The metal 1 layer:
Bar = 10 µm. Supply wires on this layer in gray.
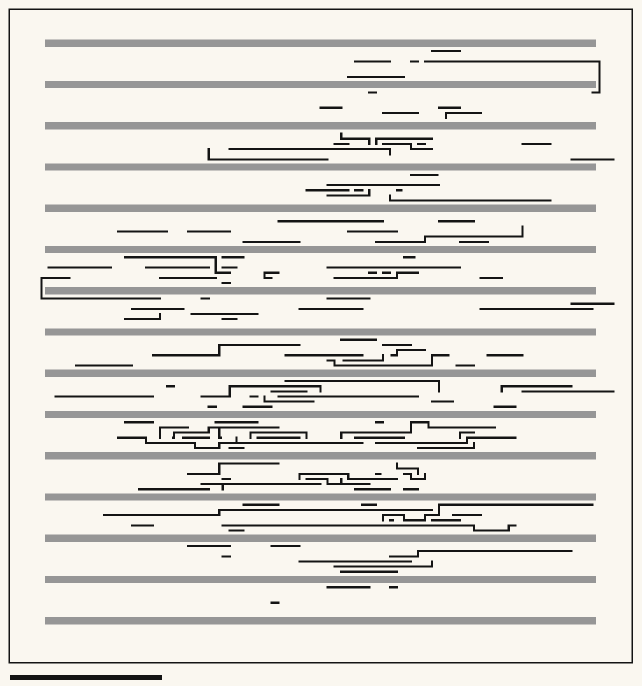
The metal 2 layer:
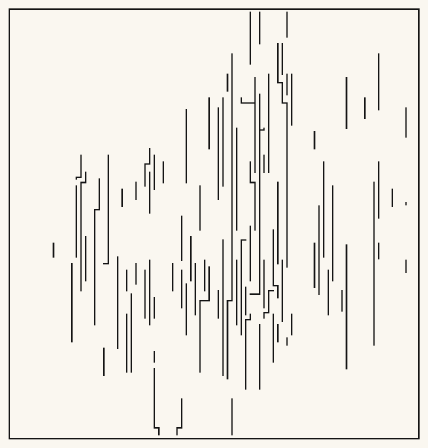
M3 wires:
Bar = 10 µm.
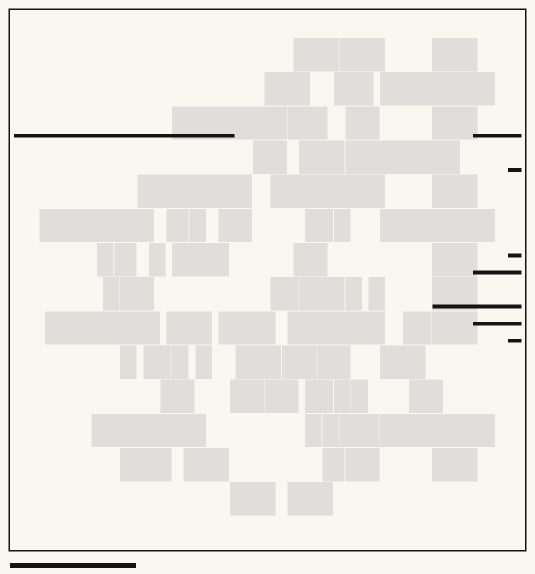
Clock nets:
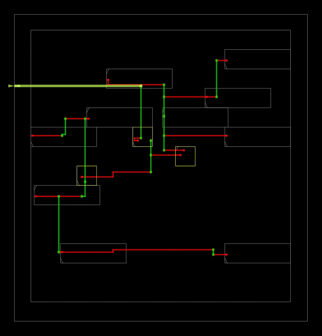
**src/rtl/alu_issue_arbiter.sv**
```systemverilog
// Two-thread ALU issue arbiter: packs 32-bit pairs, round-robins 64-bit ops; optional stats under ALU_ISSUE_ARB_STATS_EN.
// Latency 1 cycle from accept strobe to iss_valid; issue slot holds while iss_ready=0 and no requests are accepted.
module alu_issue_arbiter #(
   parameter int unsigned PAIR_WAIT = 2,
   parameter int unsigned CNT_W     = 16
) (
   input  logic             clk,
   input  logic             rst,
   input  logic             a_valid,
   input  logic             a_is64,
   output logic             a_ready,
   input  logic             b_valid,
   input  logic             b_is64,
   output logic             b_ready,
   output logic             iss_valid,
   input  logic             iss_ready,
   output logic             iss_mode,
   output logic             iss_sel,
   output logic             iss_lane_a,
   output logic             iss_lane_b
`ifdef ALU_ISSUE_ARB_STATS_EN
   ,
   output logic [CNT_W-1:0] pack_cnt,
   output logic [CNT_W-1:0] solo_cnt
`endif
);

   localparam int unsigned WC_W = $clog2(PAIR_WAIT + 2);

   typedef enum logic {IDLE, PWAIT} state_t;

   state_t          state, state_nxt;
   logic [WC_W-1:0] wait_cnt, wait_cnt_nxt;
   logic            wait_b;
   logic            rr, rr_nxt;
   logic            slot_free, lone_a32, lone_b32, lone32, hold_lone, wait_done;
   logic            mode_nxt, sel_nxt, lane_a_nxt, lane_b_nxt;

   assign slot_free = !iss_valid || iss_ready;
   assign lone_a32  = a_valid && !a_is64 && !b_valid;
   assign lone_b32  = b_valid && !b_is64 && !a_valid;
   assign lone32    = lone_a32 || lone_b32;
   // A different thread taking over the lone slot restarts the wait from scratch.
   assign hold_lone = lone32 && (state == IDLE || lone_b32 == wait_b);
   assign wait_done = (wait_cnt == WC_W'(PAIR_WAIT));

   always_ff @(posedge clk or posedge rst) begin
      if (rst) begin
         state    <= IDLE;
         wait_cnt <= '0;
         wait_b   <= 1'b0;
         rr       <= 1'b0;
      end else begin
         state    <= state_nxt;
         wait_cnt <= wait_cnt_nxt;
         rr       <= rr_nxt;
         if (slot_free) wait_b <= lone_b32;
      end
   end

   always_comb begin
      state_nxt    = state;
      wait_cnt_nxt = wait_cnt;
      rr_nxt       = rr;
      if (slot_free) begin
         if (hold_lone && !wait_done) begin
            state_nxt    = PWAIT;
            wait_cnt_nxt = wait_cnt + WC_W'(1);
         end else begin
            state_nxt    = IDLE;
            wait_cnt_nxt = '0;
         end
         if (a_valid && b_valid && (a_is64 || b_is64)) rr_nxt = !rr;
      end
   end

   always_comb begin
      a_ready = 1'b0;
      b_ready = 1'b0;
      if (slot_free && !rst) begin
         if (a_valid && b_valid) begin
            if (!a_is64 && !b_is64) begin
               a_ready = 1'b1;
               b_ready = 1'b1;
            end else if (!rr) begin
               a_ready = 1'b1;
            end else begin
               b_ready = 1'b1;
            end
         end else if (a_valid) begin
            a_ready = a_is64 || (hold_lone && wait_done);
         end else if (b_valid) begin
            b_ready = b_is64 || (hold_lone && wait_done);
         end
      end
   end

   // A packed grant only ever involves two 32-bit ops, so these cover all cases.
   assign mode_nxt   = (a_ready && a_is64) || (b_ready && b_is64);
   assign sel_nxt    = b_ready && b_is64;
   assign lane_a_nxt = a_ready && !a_is64;
   assign lane_b_nxt = b_ready && !b_is64;

   always_ff @(posedge clk or posedge rst) begin
      if (rst) begin
         iss_valid  <= 1'b0;
         iss_mode   <= 1'b0;
         iss_sel    <= 1'b0;
         iss_lane_a <= 1'b0;
         iss_lane_b <= 1'b0;
      end else if (slot_free) begin
         iss_valid  <= a_ready || b_ready;
         iss_mode   <= mode_nxt;
         iss_sel    <= sel_nxt;
         iss_lane_a <= lane_a_nxt;
         iss_lane_b <= lane_b_nxt;
      end
   end

`ifdef ALU_ISSUE_ARB_STATS_EN
   always_ff @(posedge clk or posedge rst) begin
      if (rst) begin
         pack_cnt <= '0;
         solo_cnt <= '0;
      end else begin
         if (a_ready && b_ready && !(&pack_cnt)) pack_cnt <= pack_cnt + CNT_W'(1);
         if ((a_ready ^ b_ready) && !(&solo_cnt)) solo_cnt <= solo_cnt + CNT_W'(1);
      end
   end
`endif

endmodule
```
**config.mk**
```make
export PLATFORM = sky130hd
export DESIGN_NAME = alu_issue_arbiter
export DESIGN_NICKNAME = d
export VERILOG_FILES = /design/src/rtl/alu_issue_arbiter.sv
export SDC_FILE = /design/constraint.sdc
export NUM_CORES = 1
export LEC_CHECK = 0
export CAP_MARGIN = 40
export CORE_AREA = 2 2 39 41
export DETAILED_ROUTE_END_ITERATION = 8
export DIE_AREA = 0 0 41 43
export PLACE_DENSITY_LB_ADDON = 0.3
export SETUP_SLACK_MARGIN = 0.1
export SYNTH_ARGS = -nofsm -noshare
export SYNTH_HDL_FRONTEND = slang
export SYNTH_SLANG_ARGS = --single-unit
```
**constraint.sdc**
```tcl
create_clock -name clk -period 4.2 [get_ports clk]
set_clock_uncertainty 0.2 [all_clocks]
set_input_delay 1.05 -clock clk [delete_from_list [all_inputs] [get_ports clk]]
set_output_delay 1.05 -clock clk [all_outputs]
set_load 0.01 [all_outputs]
```
==> summary.rpt <==
IMPLEMENTATION SUMMARY REPORT
----------------------------------------------------
[Status]
  Status ........................ completed

[Cells and area]
  Reg with most FFs ........................ wait_cnt
  Most common cell after layout, fill and taps aside ........................ sky130_fd_sc_hd__clkdlybuf4s50_1
  Multi-input gates ........................ 34
  Area added between synthesis and finish ........................ 38.9%
  Leading cell kind ........................ sequential cells
  Largest register FFs ........................ 2
  Non-Filler Cell Area, Final ........................ 723 µm²
  Number of diodes ........................ 0
  Relative area of non-clock buffer cells in the final design ........................ 23.2%
  Clock network share of area ........................ 3.11%
  Net count of the finished layout ........................ 79
  Non-clock inverter count in the final layout ........................ 4
  Layout cell share with drive strength beyond 1 ........................ 20.3%
  Fin util ........................ 52.3%
  Fraction of area in multi-input gates ........................ 34.3%
  Final Instance Count excl. Fillers ........................ 85
  Multi-input combinational cell area ........................ 248 µm²
  Sequential cell area ........................ 250 µm²
  Final sequential cell count ........................ 10

[Setup path]
  Worst path cell trace ........................ clkdlybuf4s50_1 > nor3b_1 > o211a_2 > clkdlybuf4s50_1
  Crit path max fanout ........................ 6
  Crit path capture type ........................ output port
  Top cell family by delay on the critical path ........................ buffers and inverters
  Buffers and inverters on the worst path ........................ 2
  Length in cells of the worst reg-to-reg path ........................ 6
  Startpoint of the most critical setup path ........................ a_valid
  WP data arrival ........................ 2680 ps
  CP most frequent cell ........................ sky130_fd_sc_hd__clkdlybuf4s50_1
  Critical path launch point type ........................ input port
  Worst path slowest cell ........................ sky130_fd_sc_hd__clkdlybuf4s50_1
  Launch instance of the worst register-to-register path ........................ wait_cnt[0]
  Critical path's largest stage delay ........................ 570 ps
  Slack of the worst reg-to-reg path ........................ 2430 ps
  Critical path class ........................ input port to output port

[Synth]
  Flops & latches, synth ........................ 10
  Synthesized area per cell ........................ 10.6 µm²
  Post-synthesis cell type count ........................ 24
  Yosys cell count ........................ 49
  Total nets after synthesis ........................ 57
  YS chip area ........................ 520 µm²
  Fraction of the yosys area taken by sequential cells ........................ 48.1%
  Instance tally after logic synthesis ........................ 49
  Post-Synthesis Cell Area ........................ 520 µm²
  Total number of yosys warnings ........................ 0

[CTS]
  Clock tree from TritonCTS ........................ yes
  Hold bufs inserted after CTS ........................ 0
  Number of H-tree levels ........................ 1
  Clock transition at the registers of the reported paths ........................ 60 ps
  Setup fix buffers added after clock tree synthesis ........................ 0
  Maximum clock path buffer count ........................ 2
  Post-CTS Resized ........................ 0

[Power]
  Relative contribution of combinational cells to total power ........................ 28.8%
  Power in combinational cells ........................ 0.0749 mW
  Power per unit of standard cell area ........................ 360 nW/µm²
  Power group with the highest consumption ........................ registers
  Leakage power figure ........................ 0.325 nW
  Switching part of the total ........................ 28.8%
  Overall power ........................ 0.260 mW
  Power Internal ........................ 0.185 mW
  Sequential power share ........................ 46.7%
  Part of the total power dissipated in the clock network ........................ 24.5%
  Net switching power ........................ 0.0749 mW

[Global routing]
  Antenna violations before repair ........................ 0
  Largest net degree at the start of global routing ........................ 11
  Wire length of the first global-routing pass ........................ 1790 µm
  Overall overflow remaining after global route ........................ 0
  Vias in the first global route ........................ 444

[Floorplanning]
  Vertical die dimension ........................ 43 µm
  Core area ........................ 1380 µm²
  Effective utilization at floorplan ........................ 37.6%
  Number of well taps ........................ 16
  Top Ports ........................ 14
  Total number of placement rows ........................ 14
  Die area ........................ 1760 µm²

[Final timing]
  Final critical-path required period ........................ 3930 ps
  Final total negative setup slack ........................ 0 ps
  Worst hold slack ........................ 297 ps
  Worst slew margin ........................ 74.1%
  Final slew viol count ........................ 0
  # setup viols final ........................ 0
  Unrepaired setup endpoints after global routing ........................ no
  Setup slack after layout ........................ 273 ps

[Placed design]
  Final weighted congestion in routability-driven placement ........................ 0.775
  Detailed placer's ending HPWL ........................ 866 µm
  Placed Instance Area ........................ 701 µm²
  Setup Slack @ Placement ........................ 257 ps
  Dpl cells ........................ 82
  Total of buffers placed on input and output ports ........................ 13

[Detailed routing]
  Number of detailed-route iterations in the first pass ........................ 4
  Per-cell via count in the routed design ........................ 4.98
  DRT antenna net count ........................ 0
  Post-route DRC violation count ........................ 0
  Drt first-iter violations ........................ 8

[Worst hold path]
  Class of the most critical hold timing path ........................ flop to flop
  WHS Endpoint ........................ rr

[Job]
  Number of max-capacitance violations reported ........................ 0

----------------------------------------------------
-- 'the metal 1 layer' (at the start) --
The longest straight run is 16.6 µm. The layer carries 526 µm of wire. The wires run mostly horizontal.
number of vias in the routed layout: 423
wire length after detailed routing: 1110 µm
met1 track demand over resource: 18.1%

-- 'the metal 2 layer' (at the start) --
The longest straight run is 24.8 µm. The wires run mostly vertical. 65 nets have wire on it. The layer carries 544 µm of wire.

-- 'M3 wires' (at the start) --
The wires run mostly horizontal. The layer carries 37.2 µm of wire. 8 nets have wire on it.
GR met3 Demand/Resource: 6.28%

-- 'clock nets' (at the start) --
power consumed by the clock network: 0.0637 mW
clock buffers created by TritonCTS: 3
clk ins delay skew pair: 250 ps
count of clock-net buffers in the final layout: 3
number of clock sinks: 10

worst register-to-register path, delay by kind of cell, from the launching register on:
kind | cells | cell delay (ps)
buf+inv | 2 | 200
compound gates | 1 | 280
fa+ha+maj | 1 | 230
flops | 1 | 350
simple gates | 2 | 390
per-layer routing:
metal / wire length (µm) / share of wire, % / GRT usage, % / vias to the layer above
li1: - / - / - / 216
met1: 525 / 47 / 18.1 / 199
met2: 543 / 49 / 24.1 / 8
met3: 37 / 3.3 / 6.28 / 0
met4: 0 / 0 / 4.00 / 0
met5: 0 / 0 / 0 / -
cells by family after synthesis:
| kind of cell | count (synthesis) | synth area share, % |
|---|---|---|
| muxes | 1 | 2.16 |
| xor gates and xnor gates | 1 | 1.68 |
| buffers and inverters | 5 | 4.33 |
| adders and majority gates | 1 | 2.40 |
| AOI/OAI and AO/OA | 12 | 19.7 |
| and+or+nand+nor | 19 | 21.6 |
| DFF | 10 | 48.1 |
worst max path at each step:
stage / endpoint / slack (ps) / cells after the start
after floorplan: b_ready / 1290 / 3
after global placement: a_ready / 260 / 4
after detailed placement: a_ready / 260 / 4
after CTS: a_ready / 260 / 4
after global routing: a_ready / 140 / 4
final: a_ready / 270 / 4
Yosys cell counts (all sizes together):
master  count  share of area [%]
dfrtp      10                 48
nand2       6                4.3
inv         4                2.9
nor2        4                2.9
a22o        3                5.3
nor3b       3                4.3
o21ai       3                2.9
nand2b      2                2.4
a211oi      1                2.4
a221o       1                1.9
a311o       1                1.9
and3        1                1.2
buf         1                1.4
ha          1                2.4
mux2        1                2.2
nor2b       1                1.2
nor4        1                4.1
o211a       1                1.9
o211ai      1                1.4
o22a        1                1.9
or3         1                1.2
xor2        1                1.7
Power and IR drop assume default switching activity.
